## src/rtl/dcache_write_buffer.sv

```systemverilog
// Circular store buffer between writeback and the dcache, with a two-state drain FSM and load-overlap probing.
// Store-to-load forwarding is compiled in only when DCACHE_WRITE_BUFFER_FWD_EN is defined.
module dcache_write_buffer #(
  parameter int DEPTH = 4
) (
  input  logic        i_clk,
  input  logic        i_rst,
  input  logic        i_wb_v_write,
  input  logic [31:0] i_wb_address,
  input  logic [31:0] i_wb_data,
  input  logic [1:0]  i_wb_datasize,
  output logic        o_wb_stall,
  output logic        o_mem_req,
  output logic [31:0] o_mem_address,
  output logic [31:0] o_mem_data,
  output logic [1:0]  o_mem_datasize,
  input  logic        i_mem_ack,
  input  logic [31:0] i_ld_address,
  output logic        o_ld_conflict,
  output logic        o_ld_fwd_v,
  output logic [31:0] o_ld_fwd_data,
  output logic        o_empty
);

  localparam int PW = $clog2(DEPTH);
  localparam int CW = PW + 1;

  typedef enum logic {S_IDLE, S_ISSUE} state_t;

  state_t          r_state;
  logic [PW-1:0]   r_head;
  logic [PW-1:0]   r_tail;
  logic [CW-1:0]   r_count;
  logic [31:0]     r_addr [DEPTH];
  logic [31:0]     r_data [DEPTH];
  logic [1:0]      r_size [DEPTH];

  logic            w_full;
  logic            w_push;
  logic            w_pop;
  logic [CW-1:0]   w_count_nxt;
  logic [PW-1:0]   w_idx;
  logic            w_conflict;

  assign w_full      = (r_count == CW'(DEPTH));
  assign w_push      = i_wb_v_write & ~w_full;
  assign w_pop       = (r_state == S_ISSUE) & i_mem_ack;
  assign w_count_nxt = r_count + CW'(w_push) - CW'(w_pop);

  // Power-of-two depth lets the pointers wrap by plain overflow.
  always_ff @(posedge i_clk or posedge i_rst) begin
    if (i_rst) begin
      r_state <= S_IDLE;
      r_head  <= '0;
      r_tail  <= '0;
      r_count <= '0;
    end else begin
      if (w_push) r_tail <= r_tail + PW'(1);
      if (w_pop)  r_head <= r_head + PW'(1);
      r_count <= w_count_nxt;
      case (r_state)
        S_IDLE:  if (w_push) r_state <= S_ISSUE;
        S_ISSUE: if (w_count_nxt == '0) r_state <= S_IDLE;
        default: r_state <= S_IDLE;
      endcase
    end
  end

  always_ff @(posedge i_clk) begin
    if (w_push) begin
      r_addr[r_tail] <= i_wb_address;
      r_data[r_tail] <= i_wb_data;
      r_size[r_tail] <= i_wb_datasize;
    end
  end

  assign o_mem_req      = (r_state == S_ISSUE);
  assign o_mem_address  = o_mem_req ? r_addr[r_head] : 32'h0;
  assign o_mem_data     = o_mem_req ? r_data[r_head] : 32'h0;
  assign o_mem_datasize = o_mem_req ? r_size[r_head] : 2'b00;
  assign o_wb_stall     = w_full;
  assign o_empty        = (r_count == '0);

`ifdef DCACHE_WRITE_BUFFER_FWD_EN
  logic        w_fwd_v;
  logic [31:0] w_fwd_data;
`else
  logic [1:0]  w_unused_ld_lsb;
  assign w_unused_ld_lsb = i_ld_address[1:0];
`endif

  // Walk oldest to youngest so the last overlapping entry decides forwarding.
  always_comb begin
    w_conflict = 1'b0;
    w_idx      = r_head;
`ifdef DCACHE_WRITE_BUFFER_FWD_EN
    w_fwd_v    = 1'b0;
    w_fwd_data = 32'h0;
`endif
    for (int k = 0; k < DEPTH; k++) begin
      w_idx = r_head + PW'(k);
      if ((CW'(k) < r_count) && (r_addr[w_idx][31:2] == i_ld_address[31:2])) begin
        w_conflict = 1'b1;
`ifdef DCACHE_WRITE_BUFFER_FWD_EN
        w_fwd_v    = r_size[w_idx][1] && (r_addr[w_idx] == i_ld_address);
        w_fwd_data = w_fwd_v ? r_data[w_idx] : 32'h0;
`endif
      end
    end
  end

  assign o_ld_conflict = w_conflict;
`ifdef DCACHE_WRITE_BUFFER_FWD_EN
  assign o_ld_fwd_v    = w_fwd_v;
  assign o_ld_fwd_data = w_fwd_data;
`else
  assign o_ld_fwd_v    = 1'b0;
  assign o_ld_fwd_data = 32'h0;
`endif

endmodule

```

## config.mk

```make
export PLATFORM = sky130hd
export DESIGN_NAME = dcache_write_buffer
export DESIGN_NICKNAME = d
export VERILOG_FILES = /design/src/rtl/dcache_write_buffer.sv
export SDC_FILE = /design/constraint.sdc
export NUM_CORES = 1
export LEC_CHECK = 0
export CORE_MARGIN = 5
export CORE_UTILIZATION = 50
export CTS_CLUSTER_DIAMETER = 120
export DETAILED_ROUTE_END_ITERATION = 16
export GPL_ROUTABILITY_DRIVEN = 0
export HOLD_SLACK_MARGIN = 0.12
export PLACE_DENSITY = 0.77
export SLEW_MARGIN = 30
export SYNTH_ARGS = -nofsm -noshare
export SYNTH_HDL_FRONTEND = slang
export SYNTH_SLANG_ARGS = --single-unit
```

## constraint.sdc

```tcl
create_clock -name i_clk -period 3 [get_ports i_clk]
set_input_delay 0.6 -clock i_clk [delete_from_list [all_inputs] [get_ports i_clk]]
set_output_delay 0.6 -clock i_clk [all_outputs]
set_load 0.01 [all_outputs]
```

### PDN straps and rails, run 1

Bar = 50 um. Pins as bars on the die edge.
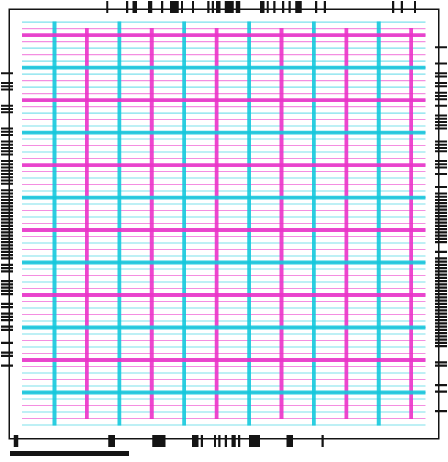
| color | net |
|---|---|
| cyan | VSS |
| magenta | VDD |
signal pins: 205
met4 straps: 12
met1 rails: 63
met5 straps: 12

### Placement by cell class, run 1

Bar = 50 um.
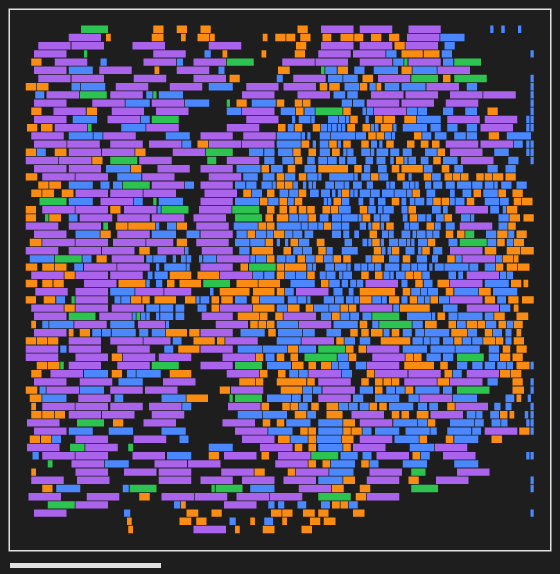
| color | class | cells | share of their area |
|---|---|---|---|
| blue | remaining logic cells | 623 | 32% |
| green | clock drivers and dummy loads | 56 | 5.3% |
| purple | sequential cells | 272 | 42% |
| orange | remaining buffers and delay cells | 432 | 21% |
flop share of the area: 0.406
Final Instance Area: 20,100 um2
utilization after layout: 0.704
core area: 28,500 um2
# rows: 62

### Routed clock nets over the placement, run 1

Bar = 50 um.
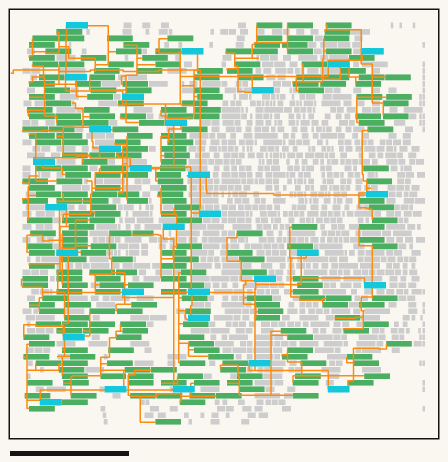
[cyan] clock-net drivers | count: 30
[orange] clock wires | length: 3,250 um
[green] flip-flops | count: 272
routed clock nets: 31
flops lie: all over the die
skew final: 7.58 ps
clock network fraction of total power: 0.179

run 1: cell families after synthesis:
group | synth area share
DFF | 0.568
muxes | 0.208
and+or+nand+nor | 0.0660
buffers and inverters | 0.0473
xor gates and xnor gates | 0.0600
AOI/OAI and AO/OA | 0.0417
adders and majority gates | 0.00840
other | 0.000262
run 1: timing repair:
action	4_1_cts	5_1_grt
setup buffers	20	13
gates cloned	4	4
pin swaps	3	4
setup endpoints to repair	67	62
resized	338	78
run 1: synthesized netlist by cell type (15+ instances only):
master    instances
edfxtp_1        264
mux2i_1         121
xnor2_1          73
mux4_2           69
and2_1           61
buf_4            37
nand2_1          34
clkbuf_1         28
xor2_1           25
nor2_1           24
buf_2            19
nand4_1          18
inv_1            15
==> reports/qor.yml, run 1 <==
global_route:
  grt_use_met2: 0.411
  grt_util_met1: 0.319
  grt_usage: 0.246
  grt_first_pass_wirelength_mm: 60.0
  grt-busiest-layer: "met2"
power_and_ir_drop:
  p_seq_mw: 5.41
  intPower_mw: 14.0
  finalPower_mw: 21.4
  p_comb_frac: 0.568
  seqPwrFrac: 0.253
setup_path:
  crit_arrival_ps: 3340
  crit_family: "buffers and inverters"
  cpMaxStageDelayCell: "dfrtp_4"
  cp_num_cells: 11
  worst-path-buf-inv: 4
  path_common_cell: "nand4_1"
  r2r-end: "o_mem_req"
  timing.reg2reg.setup_slack_ps: 430
cts:
  htreeDepth: 1
  cts_sinks: 272
  cts_buffer_depth: 3
  cts_hold_buf: 0
  cts_tree: "done"
cells_and_area:
  most-common-layout-cells: "edfxtp_1, buf_4, clkdlybuf4s50_1"
  comb_share: 0.309
  design.seq.count: 272
  final_common_cell: "edfxtp_1"
  inv_count: 17
  syn_to_final_growth_pct: 40.2
  nClkBuffers: 39
drt:
  ant_nets: 0
  wl_per_cell_um: 23.2
  dr_wl_met3_mm: 3.83
  drt_pass1_iterations: 5
  drt_wl_total_mm: 41.1
flow_run:
  maxCapViolCount: 0
placement:
  io_buffers: 169
  dp_worst_setup_slack_ps: -890
  place_area_um2: 17900
floorplanning:
  ios: 205
  die_area_um2: 32100
final_timing:
  rsz0062_at_grt: "true"
  worst_slack_ps: -943
  finalSetupViolations: 11
  setup_tns_ps: -2390
  hold_viol: 0
  fmax_ghz: 0.254
logic_synthesis:
  yosysWarnings: 0
  top_area_cell: "edfxtp_1"
  synth_flop_count: 272
  ys_chip_area_um2: 14300
  edf_count: 264
  async_flop_share: 0.0294
status:
  status: "finished, violations left"
  violations: "negative setup slack"
==> inputs of run 2 (changes only) <==
Settings changed: CAP_MARGIN from default to 40.
### Signal wires by layer, run 2

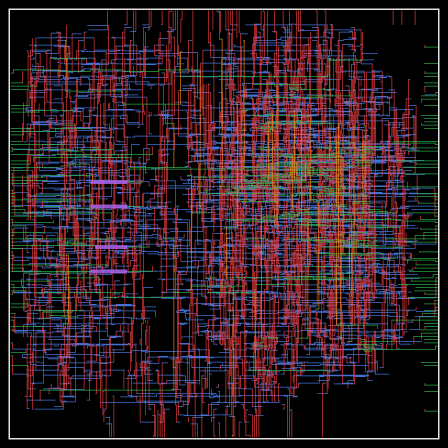
| color | layer | wire length |
|---|---|---|
| blue | M1 | 15,600 um |
| red | M2 | 20.1 mm |
| purple | M5 | 53.4 um |
| green | M3 | 3,830 um |
| orange | M4 | 1,520 um |

==> run 2 against run 1 <==
Design area did not move. Wire length did not move. Clock power barely moved. Largest power group unchanged. Largest cell class unchanged. The run still ends with negative setup slack left. Die area did not move. Critical path type unchanged.
==> reports/qor.yml, run 2 <==
setup_path:
  crit_path_max_fanout: 13
  cp.required_ps: 2400
  path_common_cell: "nand4_1"
  crit_arrival_ps: 3340
  worst-path-buf-inv: 4
  cpMaxStageDelayCell: "dfrtp_4"
  crit_family: "buffers and inverters"
  startpoint_type: "flip-flop"
floorplanning:
  ios: 205
  die_area_um2: 32100
  initial_core_util: 0.502
  core_area_um2: 28500
  die_w_um: 179
  die_height_um: 179
  row_count: 62
placement:
  hpwl_mm: 27.8
  place_area_um2: 17900
  io_buffers: 169
  dp_worst_setup_slack_ps: -890
  dp.cells: 1675
cells_and_area:
  drive_gt1_frac: 0.390
  syn_to_final_growth_pct: 40.2
  seq-cell-share: 0.406
  most-common-layout-cells: "edfxtp_1, buf_4, clkdlybuf4s50_1"
  seq_area_um2: 8140
  design_area_um2: 20100
  final_common_cell: "edfxtp_1"
  comb_cells: 606
  utilization: 0.704
  comb_share: 0.309
  clk_share: 0.0516
  inv_count: 17
  nClkBuffers: 39
  design.seq.count: 272
logic_synthesis:
  flop_cell: "edfxtp_1"
  synth_flop_count: 272
  ys_sh_aoi: 0.0417
  yosysWarnings: 0
  synthXorXnorAreaFrac: 0.0600
  top_area_cell: "edfxtp_1"
  edf_count: 264
  yosys-top-cells-count: "edfxtp_1, mux2i_1, xnor2_1"
  synthTopCellsByArea: "edfxtp_1, mux4_2, mux2i_1, xnor2_1, and2_1"
  top_cell: "edfxtp_1"
  yosys.area_share.simple: 0.0660
  async_flop_share: 0.0294
  ys_sh_mux: 0.208
  ys_chip_area_um2: 14300
  fa_ha_area_frac: 0.00840
  logic_family: "multiplexers"
drt:
  dr_wl_met3_mm: 3.83
  viasPerCell: 5.73
  num_vias: 10145
  drt_pass1_iterations: 5
  drt_wl_total_mm: 41.1
  ant_nets: 0
  wl_per_cell_um: 23.2
final_timing:
  fmax_ghz: 0.254
  worst_slack_ps: -943
  rsz0062_at_grt: "true"
  skew_ps: 7.58
  hold_viol: 0
  finalCritPeriodShare: 1.31
  hold_ws_ps: 340
  setup_tns_ps: -2390
  finalSetupViolations: 11
status:
  status: "finished, violations left"
  violations: "negative setup slack"
power_and_ir_drop:
  finalPower_mw: 21.4
  leakagePower_nw: 7.52
cts:
  cts_hold_buf: 0
  cts_tree: "done"
  cts_sinks: 272
  cts_buffer_depth: 3
  htreeDepth: 1
flow_run:
  warning_count: 34
  maxCapViolCount: 0
global_route:
  grt_util_met1: 0.319
  grt_first_pass_wirelength_mm: 60.0
min_path:
  hp-class: "input pin to asynchronous set/reset pin"
### Routing congestion, run 2

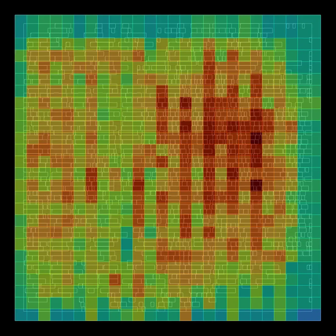
all-layer global routing usage: 0.246
met3 usage: 0.0578
GR Util met2: 0.411
GRT Max-Usage Layer: met2

==> run 2: path summary, 6_finish.rpt <==
check | from | end | slack, ps | cells past startpoint
worst min register to register | r_count[0] | r_count[0] | 620 | 1
worst max register to register | r_count[1] | o_mem_req | 430 | 11
worst max-delay path | r_head[1] | o_ld_conflict | -940 | 11
worst min-delay path | i_rst | r_count[0] | 340 | 2
max in group asynchronous | i_rst | r_head[1] | 2380 | 2
min in group i_clk | r_count[0] | r_count[0] | 620 | 1
==> run 2: timing repair <==
item,4_1_cts,5_1_grt
pin swaps,3,4
cloned,4,4
endpoints found under the hold margin,0,0
buffers inserted,20,13
gates resized,338,78
endpoints found under the setup margin,67,62
==> run 2: power by group <==
part           switching, mW  internal (mW)  total [mW]
Sequential             0.380           5.03        5.41
Combinational           5.58           6.57        12.2
Clock                   1.46           2.36        3.82
Power figures rest on the tool's default switching activity, not on a simulated workload.
